[config.mk]
export PLATFORM = sky130hd
export DESIGN_NAME = axi_default_slave
export DESIGN_NICKNAME = d
export VERILOG_FILES = /design/src/rtl/axi_default_slave.sv
export SDC_FILE = /design/constraint.sdc
export NUM_CORES = 1
export LEC_CHECK = 0
export ABC_AREA = 1
export CAP_MARGIN = 30
export CORE_ASPECT_RATIO = 0.8
export CORE_UTILIZATION = 36
export CTS_CLUSTER_DIAMETER = 50
export DETAILED_ROUTE_END_ITERATION = 7
export PLACE_DENSITY = 0.82
export SETUP_SLACK_MARGIN = 0.1
export SLEW_MARGIN = 30
export SYNTH_ARGS = -nofsm -noshare
export SYNTH_HDL_FRONTEND = slang
export SYNTH_SLANG_ARGS = --single-unit
[constraint.sdc]
create_clock -name ACLK -period 2 [get_ports ACLK]
set_input_delay 0.4 -clock ACLK [delete_from_list [all_inputs] [get_ports ACLK]]
set_output_delay 0.4 -clock ACLK [all_outputs]
set_load 0.005 [all_outputs]
[src/rtl/axi_default_slave.sv]
// ---------------------------------------------------------------------------
// axi_default_slave
//
// AXI4 default responder. The interconnect routes a transaction here when no
// real slave decodes its address; every such transaction is completed with a
// DECERR response so the master never stalls waiting for a reply.
//
// Write and read channels are served by two independent state machines, each
// allowing a single outstanding transaction. A saturating count of completed
// error transactions (B handshakes plus final R handshakes) is exposed for
// debug/status.
//
// Parameters
//   ID_WIDTH   - width of AWID/BID/ARID/RID
//   DATA_WIDTH - width of WDATA/RDATA
//   CNT_WIDTH  - width of ERR_COUNT
//
// Ports
//   ACLK, ARESETn                  - clock (rising edge), async active-low reset
//   AW*: AWVALID/AWREADY/AWID/AWLEN - write address channel (AWLEN unused)
//   W* : WVALID/WREADY/WDATA/WLAST  - write data channel (data discarded)
//   B* : BVALID/BREADY/BID/BRESP    - write response channel (always DECERR)
//   AR*: ARVALID/ARREADY/ARID/ARLEN - read address channel
//   R* : RVALID/RREADY/RID/RDATA/RRESP/RLAST - read data (zero data, DECERR)
//   ERR_COUNT                       - saturating completed-error counter
//
// All outputs come straight from flops; no input reaches an output
// combinationally.
// ---------------------------------------------------------------------------
module axi_default_slave #(
  parameter int ID_WIDTH   = 4,
  parameter int DATA_WIDTH = 32,
  parameter int CNT_WIDTH  = 16
) (
  input  logic                  ACLK,
  input  logic                  ARESETn,
  input  logic                  AWVALID,
  output logic                  AWREADY,
  input  logic [ID_WIDTH-1:0]   AWID,
  input  logic [7:0]            AWLEN,
  input  logic                  WVALID,
  output logic                  WREADY,
  input  logic [DATA_WIDTH-1:0] WDATA,
  input  logic                  WLAST,
  output logic                  BVALID,
  input  logic                  BREADY,
  output logic [ID_WIDTH-1:0]   BID,
  output logic [1:0]            BRESP,
  input  logic                  ARVALID,
  output logic                  ARREADY,
  input  logic [ID_WIDTH-1:0]   ARID,
  input  logic [7:0]            ARLEN,
  output logic                  RVALID,
  input  logic                  RREADY,
  output logic [ID_WIDTH-1:0]   RID,
  output logic [DATA_WIDTH-1:0] RDATA,
  output logic [1:0]            RRESP,
  output logic                  RLAST,
  output logic [CNT_WIDTH-1:0]  ERR_COUNT
);

  localparam logic [1:0] W_IDLE = 2'd0;
  localparam logic [1:0] W_DATA = 2'd1;
  localparam logic [1:0] W_RESP = 2'd2;

  localparam logic       R_IDLE = 1'b0;
  localparam logic       R_DATA = 1'b1;

  localparam logic [1:0] RESP_DECERR = 2'b11;

  logic [1:0] w_state;
  logic       r_state;
  // Beats still to deliver after the one currently presented on R.
  logic [7:0] r_beats;

  logic       b_done;
  logic       r_done;
  logic [1:0] done_inc;

  // The burst length on the write side is irrelevant (WLAST terminates the
  // burst) and write data is thrown away.
  logic unused_inputs;
  assign unused_inputs = ^{AWLEN, WDATA};

  // Saturating add of a 0/1/2 increment; a +2 from max-1 lands on max.
  function automatic logic [CNT_WIDTH-1:0] sat_add(
    input logic [CNT_WIDTH-1:0] base,
    input logic [1:0]           inc
  );
    logic [CNT_WIDTH:0] sum;
    sum = {1'b0, base} + {{(CNT_WIDTH-1){1'b0}}, inc};
    if (sum[CNT_WIDTH])
      return {CNT_WIDTH{1'b1}};
    else
      return sum[CNT_WIDTH-1:0];
  endfunction

  // -------------------------------------------------------------------------
  // Write channel: accept AW, drain W until WLAST, then hold B until taken.
  // -------------------------------------------------------------------------
  always_ff @(posedge ACLK or negedge ARESETn) begin
    if (!ARESETn) begin
      w_state <= W_IDLE;
      AWREADY <= 1'b1;
      WREADY  <= 1'b0;
      BVALID  <= 1'b0;
      BID     <= '0;
      BRESP   <= RESP_DECERR;
    end else begin
      BRESP <= RESP_DECERR;
      case (w_state)
        W_IDLE: begin
          if (AWVALID && AWREADY) begin
            BID     <= AWID;
            AWREADY <= 1'b0;
            WREADY  <= 1'b1;
            w_state <= W_DATA;
          end
        end
        W_DATA: begin
          // Every beat is discarded; only the WLAST beat ends the burst.
          if (WVALID && WREADY && WLAST) begin
            WREADY  <= 1'b0;
            BVALID  <= 1'b1;
            w_state <= W_RESP;
          end
        end
        W_RESP: begin
          if (BVALID && BREADY) begin
            BVALID  <= 1'b0;
            AWREADY <= 1'b1;
            w_state <= W_IDLE;
          end
        end
        default: begin
          AWREADY <= 1'b1;
          WREADY  <= 1'b0;
          BVALID  <= 1'b0;
          w_state <= W_IDLE;
        end
      endcase
    end
  end

  // -------------------------------------------------------------------------
  // Read channel: accept AR, return ARLEN+1 zero beats with DECERR.
  // -------------------------------------------------------------------------
  always_ff @(posedge ACLK or negedge ARESETn) begin
    if (!ARESETn) begin
      r_state <= R_IDLE;
      r_beats <= '0;
      ARREADY <= 1'b1;
      RVALID  <= 1'b0;
      RLAST   <= 1'b0;
      RID     <= '0;
      RDATA   <= '0;
      RRESP   <= RESP_DECERR;
    end else begin
      RDATA <= '0;
      RRESP <= RESP_DECERR;
      case (r_state)
        R_IDLE: begin
          if (ARVALID && ARREADY) begin
            RID     <= ARID;
            r_beats <= ARLEN;
            RVALID  <= 1'b1;
            RLAST   <= (ARLEN == 8'd0);
            ARREADY <= 1'b0;
            r_state <= R_DATA;
          end
        end
        R_DATA: begin
          if (RVALID && RREADY) begin
            if (RLAST) begin
              RVALID  <= 1'b0;
              RLAST   <= 1'b0;
              ARREADY <= 1'b1;
              r_state <= R_IDLE;
            end else begin
              // The counter never wraps: RLAST ends the burst before it
              // could be decremented below zero.
              r_beats <= r_beats - 8'd1;
              RLAST   <= (r_beats == 8'd1);
            end
          end
        end
        default: begin
          ARREADY <= 1'b1;
          RVALID  <= 1'b0;
          RLAST   <= 1'b0;
          r_state <= R_IDLE;
        end
      endcase
    end
  end

  // -------------------------------------------------------------------------
  // Completed-transaction counter (B and final R may complete together).
  // -------------------------------------------------------------------------
  assign b_done   = BVALID && BREADY;
  assign r_done   = RVALID && RREADY && RLAST;
  assign done_inc = {b_done && r_done, b_done ^ r_done};

  always_ff @(posedge ACLK or negedge ARESETn) begin
    if (!ARESETn)
      ERR_COUNT <= '0;
    else
      ERR_COUNT <= sat_add(ERR_COUNT, done_inc);
  end

endmodule

==> results.py, run 1 <==
# Flow results
metrics = {
    "yosys": {
        "synth_flops": 41,
        "top_cells_by_area": "dfrtp_1 (39%), nand2_1 (13%), buf_4 (11%)",
        "synth_cell_types": 31,
        "ys_warn_count": 0,
        "ys_cells": 320,
        "synthArstFlopShare_pct": 100,
        "ys_top_cells_by_count": "nand2_1 (89), dfrtp_1 (39), buf_4 (36)",
        "netlist_area_um2": 2500,
        "synthFlopType": "dfrtp_1",
        "top_area_share_pct": 39.0,
        "synth-edff-count": 0,
        "yosys.area.top_type": "dfrtp_1",
        "synth_seq_share_pct": 41.1,
        "mux_area_share_pct": 1.80,
        "ys_sh_aoi_pct": 5.05,
        "synthTopLogicFamily": "simple AND/OR/NAND/NOR gates",
    },
    "grt": {
        "use_met1_pct": 22.3,
        "grt-ovfl-total": 0,
        "grt_busiest_layer": "met2",
        "antenna_found_initial": 0,
        "grt_pass1_wl_mm": 9.82,
        "use_met3_pct": 4.59,
        "grt_max_degree": 42,
    },
    "critical_path": {
        "cp.arrival_ns": 2.38,
        "r2r-start": "RVALID$_DFFE_PN0P_",
        "worstPathRequired_ns": 2.22,
        "crit_fanout": 7,
        "crit_buf_inv": 3,
        "critPathKind": "reg2reg",
        "cp_num_cells": 12,
        "reg2reg_depth": 12,
        "worst_path_max_delay_cell": "dfrtp_1",
        "crit_chain": "nand2_2, nor2_4, ha_4, ha_4, inv_2, fa_2, inv_2, nand3_4, nor2_4, buf_6, nand3b_4, nand2_1",
        "startpoint": "RVALID$_DFFE_PN0P_",
        "end_kind": "register",
        "worstSetupStartpointType": "register",
        "r2r_end": "ERR_COUNT[8]$_DFF_PN0_",
    },
    "final_layout": {
        "largest_class": "logic gates",
        "inv_count": 33,
        "clkCellAreaFrac_pct": 3.41,
        "largest_reg_flops": 16,
        "n_fill_cell": 588,
        "layout_top_cells": "nand2_1 (80), clkdlybuf4s50_1 (50), dfrtp_1 (39)",
        "top_regs": "ERR_COUNT (16), r_beats (8)",
        "clkbuf_count": 7,
        "comb_area_um2": 1320,
        "nNetsFinal": 467,
        "largest-register": "ERR_COUNT",
        "sh_comb_area_pct": 38.8,
        "buffers": 74,
        "diodes": 0,
        "comb_cells": 242,
        "stdcell_count": 482,
    },
    "place": {
        "pre_cts_ws_ns": -0.606,
        "dp.cells": 463,
        "post_dp_cell_area_um2": 3080,
        "hpwl_mm": 4.06,
        "gp_congestion": 0.872,
    },
    "timing": {
        "setup_ws_ns": -0.158,
        "hold_violations": 0,
        "hold_ws_ns": 0.0593,
        "period_needed_ns": 2.16,
        "finalClockPeriodUsage_pct": 108,
        "setup_viol": 16,
        "slew_viol_final": 0,
    },
    "pwr": {
        "swShare_pct": 28.0,
        "power_switching_mw": 0.674,
        "top_power_group": "registers",
        "intPower_mw": 1.73,
        "power_mw": 2.41,
        "seq_power_mw": 1.07,
        "p_comb_share_pct": 26.5,
    },
    "route": {
        "postRouteAntennaNets": 0,
        "met3_wirelength_um": 373,
        "drc": 0,
        "drtPass1Iterations": 4,
        "dr.max_layer_used": "met4",
        "vias_per_cell": 4.73,
        "vias": 2278,
        "avgRoutedWirePerCell_um": 12.2,
        "wl_met2_mm": 2.87,
    },
    "job": {
        "openroad.warnings": 70,
        "maxCapViolCount": 0,
    },
    "clock_tree": {
        "postCtsSetupRepairBufs": 11,
        "cts_resized": 13,
        "postCtsHoldBufs": 0,
        "h-tree-depth": 2,
        "cts_max_path_buffers": 2,
        "cts_tree": "done",
    },
    "die": {
        "fp.dieW_um": 95.2,
        "chipArea_um2": 7290,
        "die_h_um": 76.6,
        "ios": 130,
        "taps": 84,
    },
    "hold_path": {
        "min_path_type": "in2async",
    },
    "status": {
        "status": "finished, violations left",
        "violations": "setup timing",
    },
}
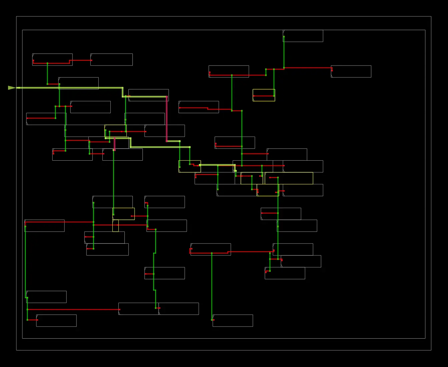
Figure 1: run 1, clock routing.
cts bufs inserted: 5
clk sinks: 41

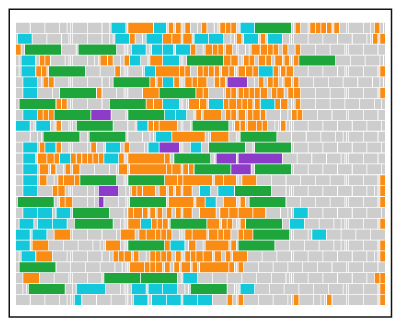
Figure 2: run 1, placed cells, one color a class.
(4 px per um) Fill, decap, tap and diode cells in gray.
[flip-flops] green | cells: 41 | share of their area: 31%
[clock drivers and dummy loads] purple | cells: 8 | share of their area: 3.5%
[other buffers and delay cells] cyan | cells: 74 | share of their area: 22%
[all other logic] orange | cells: 275 | share of their area: 44%
flop share of the area: 30.2%
Core Area: 6540 um^2
post-route cell area: 3410 um^2
row count: 26

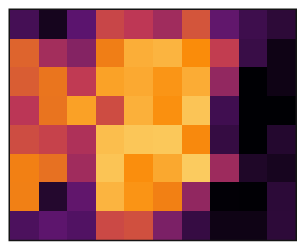
Figure 3: run 1, cell area per tile.
(3 px per um) 10 x 8 tiles, from black (low) to pale yellow (high), 0 to 100% covered.
tiles over 75% full: 24%
densest ninth of the die: middle
mean over tiles: 45%
Core Util, Final: 52.1%
Initial Util: 38.3%

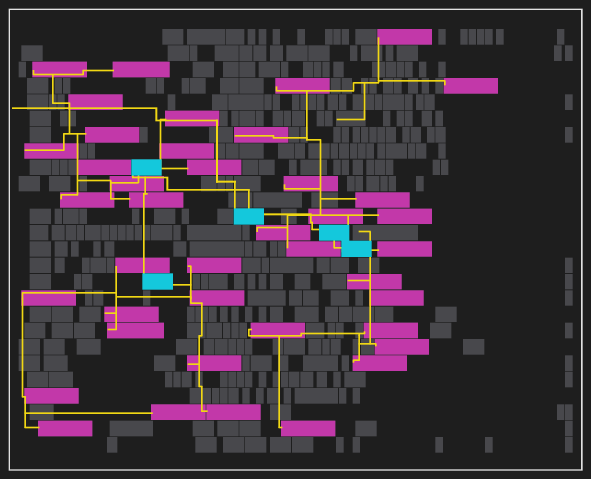
Figure 4: run 1, routed clock nets over the placement.
(6 px per um)
[clock wires] yellow | length: 534 um
[cells driving clock nets] cyan | count: 5
[flip-flops] magenta | count: 41
routed clock nets: 6
Clock Skew: 0.0145 ns
Power Clock: 0.696 mW
Worst-Skew Late Latency: 0.29 ns
power share of the clock group: 28.9%

==> run 2: changes to the inputs <==
--- a/config.mk
+++ b/config.mk
@@ -10,6 +10,7 @@
 export CORE_ASPECT_RATIO = 0.8
 export CORE_UTILIZATION = 36
 export CTS_CLUSTER_DIAMETER = 50
+export CTS_CLUSTER_SIZE = 14
 export DETAILED_ROUTE_END_ITERATION = 7
 export PLACE_DENSITY = 0.82
 export SETUP_SLACK_MARGIN = 0.1
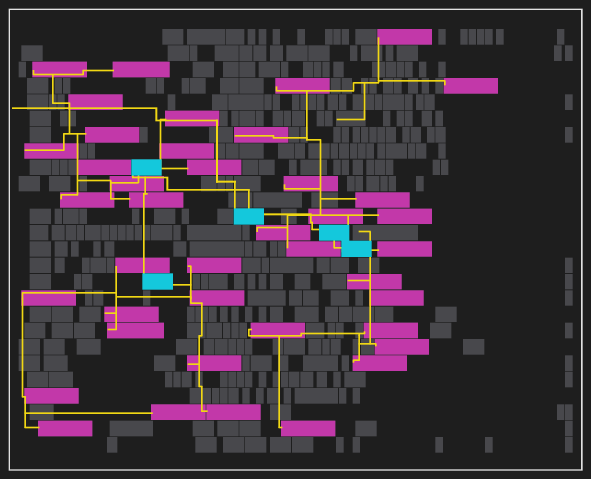
Figure 5: run 2, routed clock nets over the placement.
(6 px per um)
[clock wires] yellow | length: 534 um
[flip-flops] magenta | count: 41
[cells driving clock nets] cyan | count: 5
routed clock nets: 6

==> run 2 against run 1 <==
Against the previous run: the run still ends with setup timing left; clock-buffer cell count stayed put; worst hold slack did not move; final cell count is the same; sequential share of layout area is the same; core utilization stayed put; via count unchanged; synthesized cell count did not move; non-clock buffer count unchanged; total power unchanged; die area did not move; clock skew stayed put.
==> results.py, run 2 <==
# Flow results
metrics = {
    "status": {
        "status": "finished, violations left",
        "violations": "setup timing",
    },
    "pwr": {
        "power_switching_mw": 0.674,
        "p_clk_mw": 0.696,
        "swShare_pct": 28.0,
        "power_leakage_nw": 1.73,
        "power_mw": 2.41,
        "seq_power_mw": 1.07,
        "intPower_mw": 1.73,
        "top_power_group": "registers",
        "clkPwrFrac_pct": 28.9,
    },
    "timing": {
        "period_needed_ns": 2.16,
        "fin_skew_ns": 0.0145,
        "slew_viol_final": 0,
        "setup_ws_ns": -0.158,
        "setup_viol": 16,
        "hold_violations": 0,
        "hold_ws_ns": 0.0593,
        "finalClockPeriodUsage_pct": 108,
    },
    "critical_path": {
        "crit_fanout": 7,
        "worstSetupStartpointType": "register",
        "startpoint": "RVALID$_DFFE_PN0P_",
        "r2r_end": "ERR_COUNT[8]$_DFF_PN0_",
        "cpLargestDelayFamily": "adder cells",
        "critPathKind": "reg2reg",
        "cp_num_cells": 12,
        "crit_chain": "nand2_2, nor2_4, ha_4, ha_4, inv_2, fa_2, inv_2, nand3_4, nor2_4, buf_6, nand3b_4, nand2_1",
        "r2r-start": "RVALID$_DFFE_PN0P_",
        "rrSetupSlack_ns": -0.16,
        "worst_path_max_delay_cell": "dfrtp_1",
        "end_kind": "register",
        "worstPathRequired_ns": 2.22,
        "reg2reg_depth": 12,
        "crit_buf_inv": 3,
    },
    "yosys": {
        "synth-edff-count": 0,
        "ys_warn_count": 0,
        "synth_seq_share_pct": 41.1,
        "synth_cell_types": 31,
        "top_cells_by_area": "dfrtp_1 (39%), nand2_1 (13%), buf_4 (11%)",
        "ys_sh_aoi_pct": 5.05,
        "ys_cells": 320,
        "yosys.area.top_type": "dfrtp_1",
        "ys_top_cells_by_count": "nand2_1 (89), dfrtp_1 (39), buf_4 (36)",
        "mux_area_share_pct": 1.80,
        "synthTopLogicFamily": "simple AND/OR/NAND/NOR gates",
        "synth_flops": 41,
        "synthFlopType": "dfrtp_1",
        "top_area_share_pct": 39.0,
    },
    "clock_tree": {
        "cts_max_path_buffers": 2,
        "cts_sinks": 41,
        "postCtsHoldBufs": 0,
        "postCtsSetupRepairBufs": 11,
        "cts_tree": "done",
        "cts_resized": 13,
        "h-tree-depth": 2,
        "numCtsBuffers": 5,
        "clock.latency.late_pin_ns": 0.29,
    },
    "grt": {
        "grt-ovfl-total": 0,
        "grt_busiest_layer": "met2",
        "use_met1_pct": 22.3,
        "grt_pass1_wl_mm": 9.82,
        "antenna_found_initial": 0,
        "use_met3_pct": 4.59,
        "grt_max_degree": 42,
    },
    "final_layout": {
        "top_regs": "ERR_COUNT (16), r_beats (8)",
        "seq_share_pct": 30.2,
        "clkCellAreaFrac_pct": 3.41,
        "nNetsFinal": 467,
        "layout_top_cells": "nand2_1 (80), clkdlybuf4s50_1 (50), dfrtp_1 (39)",
        "diodes": 0,
        "comb_cells": 242,
        "inv_count": 33,
        "utilization_pct": 52.1,
        "largest_reg_flops": 16,
        "largest_class": "logic gates",
        "final_area_um2": 3410,
        "stdcell_count": 482,
        "comb_area_um2": 1320,
        "clkbuf_count": 7,
        "n_fill_cell": 588,
        "buffers": 74,
        "sh_comb_area_pct": 38.8,
        "largest-register": "ERR_COUNT",
    },
    "place": {
        "dp.cells": 463,
        "hpwl_mm": 4.06,
        "gp_congestion": 0.872,
        "post_dp_cell_area_um2": 3080,
        "pre_cts_ws_ns": -0.606,
    },
    "die": {
        "ios": 130,
        "fp.dieW_um": 95.2,
        "placeableCoreArea_um2": 6540,
        "die_h_um": 76.6,
        "fp_util_pct": 38.3,
        "rows": 26,
    },
    "route": {
        "wl_met2_mm": 2.87,
        "vias": 2278,
        "dr.max_layer_used": "met4",
        "drc": 0,
        "avgRoutedWirePerCell_um": 12.2,
        "drtPass1Iterations": 4,
        "postRouteAntennaNets": 0,
        "vias_per_cell": 4.73,
    },
    "hold_path": {
        "min_path_type": "in2async",
    },
    "job": {
        "openroad.warnings": 70,
        "maxCapViolCount": 0,
    },
}
Power figures rest on the tool's default switching activity, not on a simulated workload.
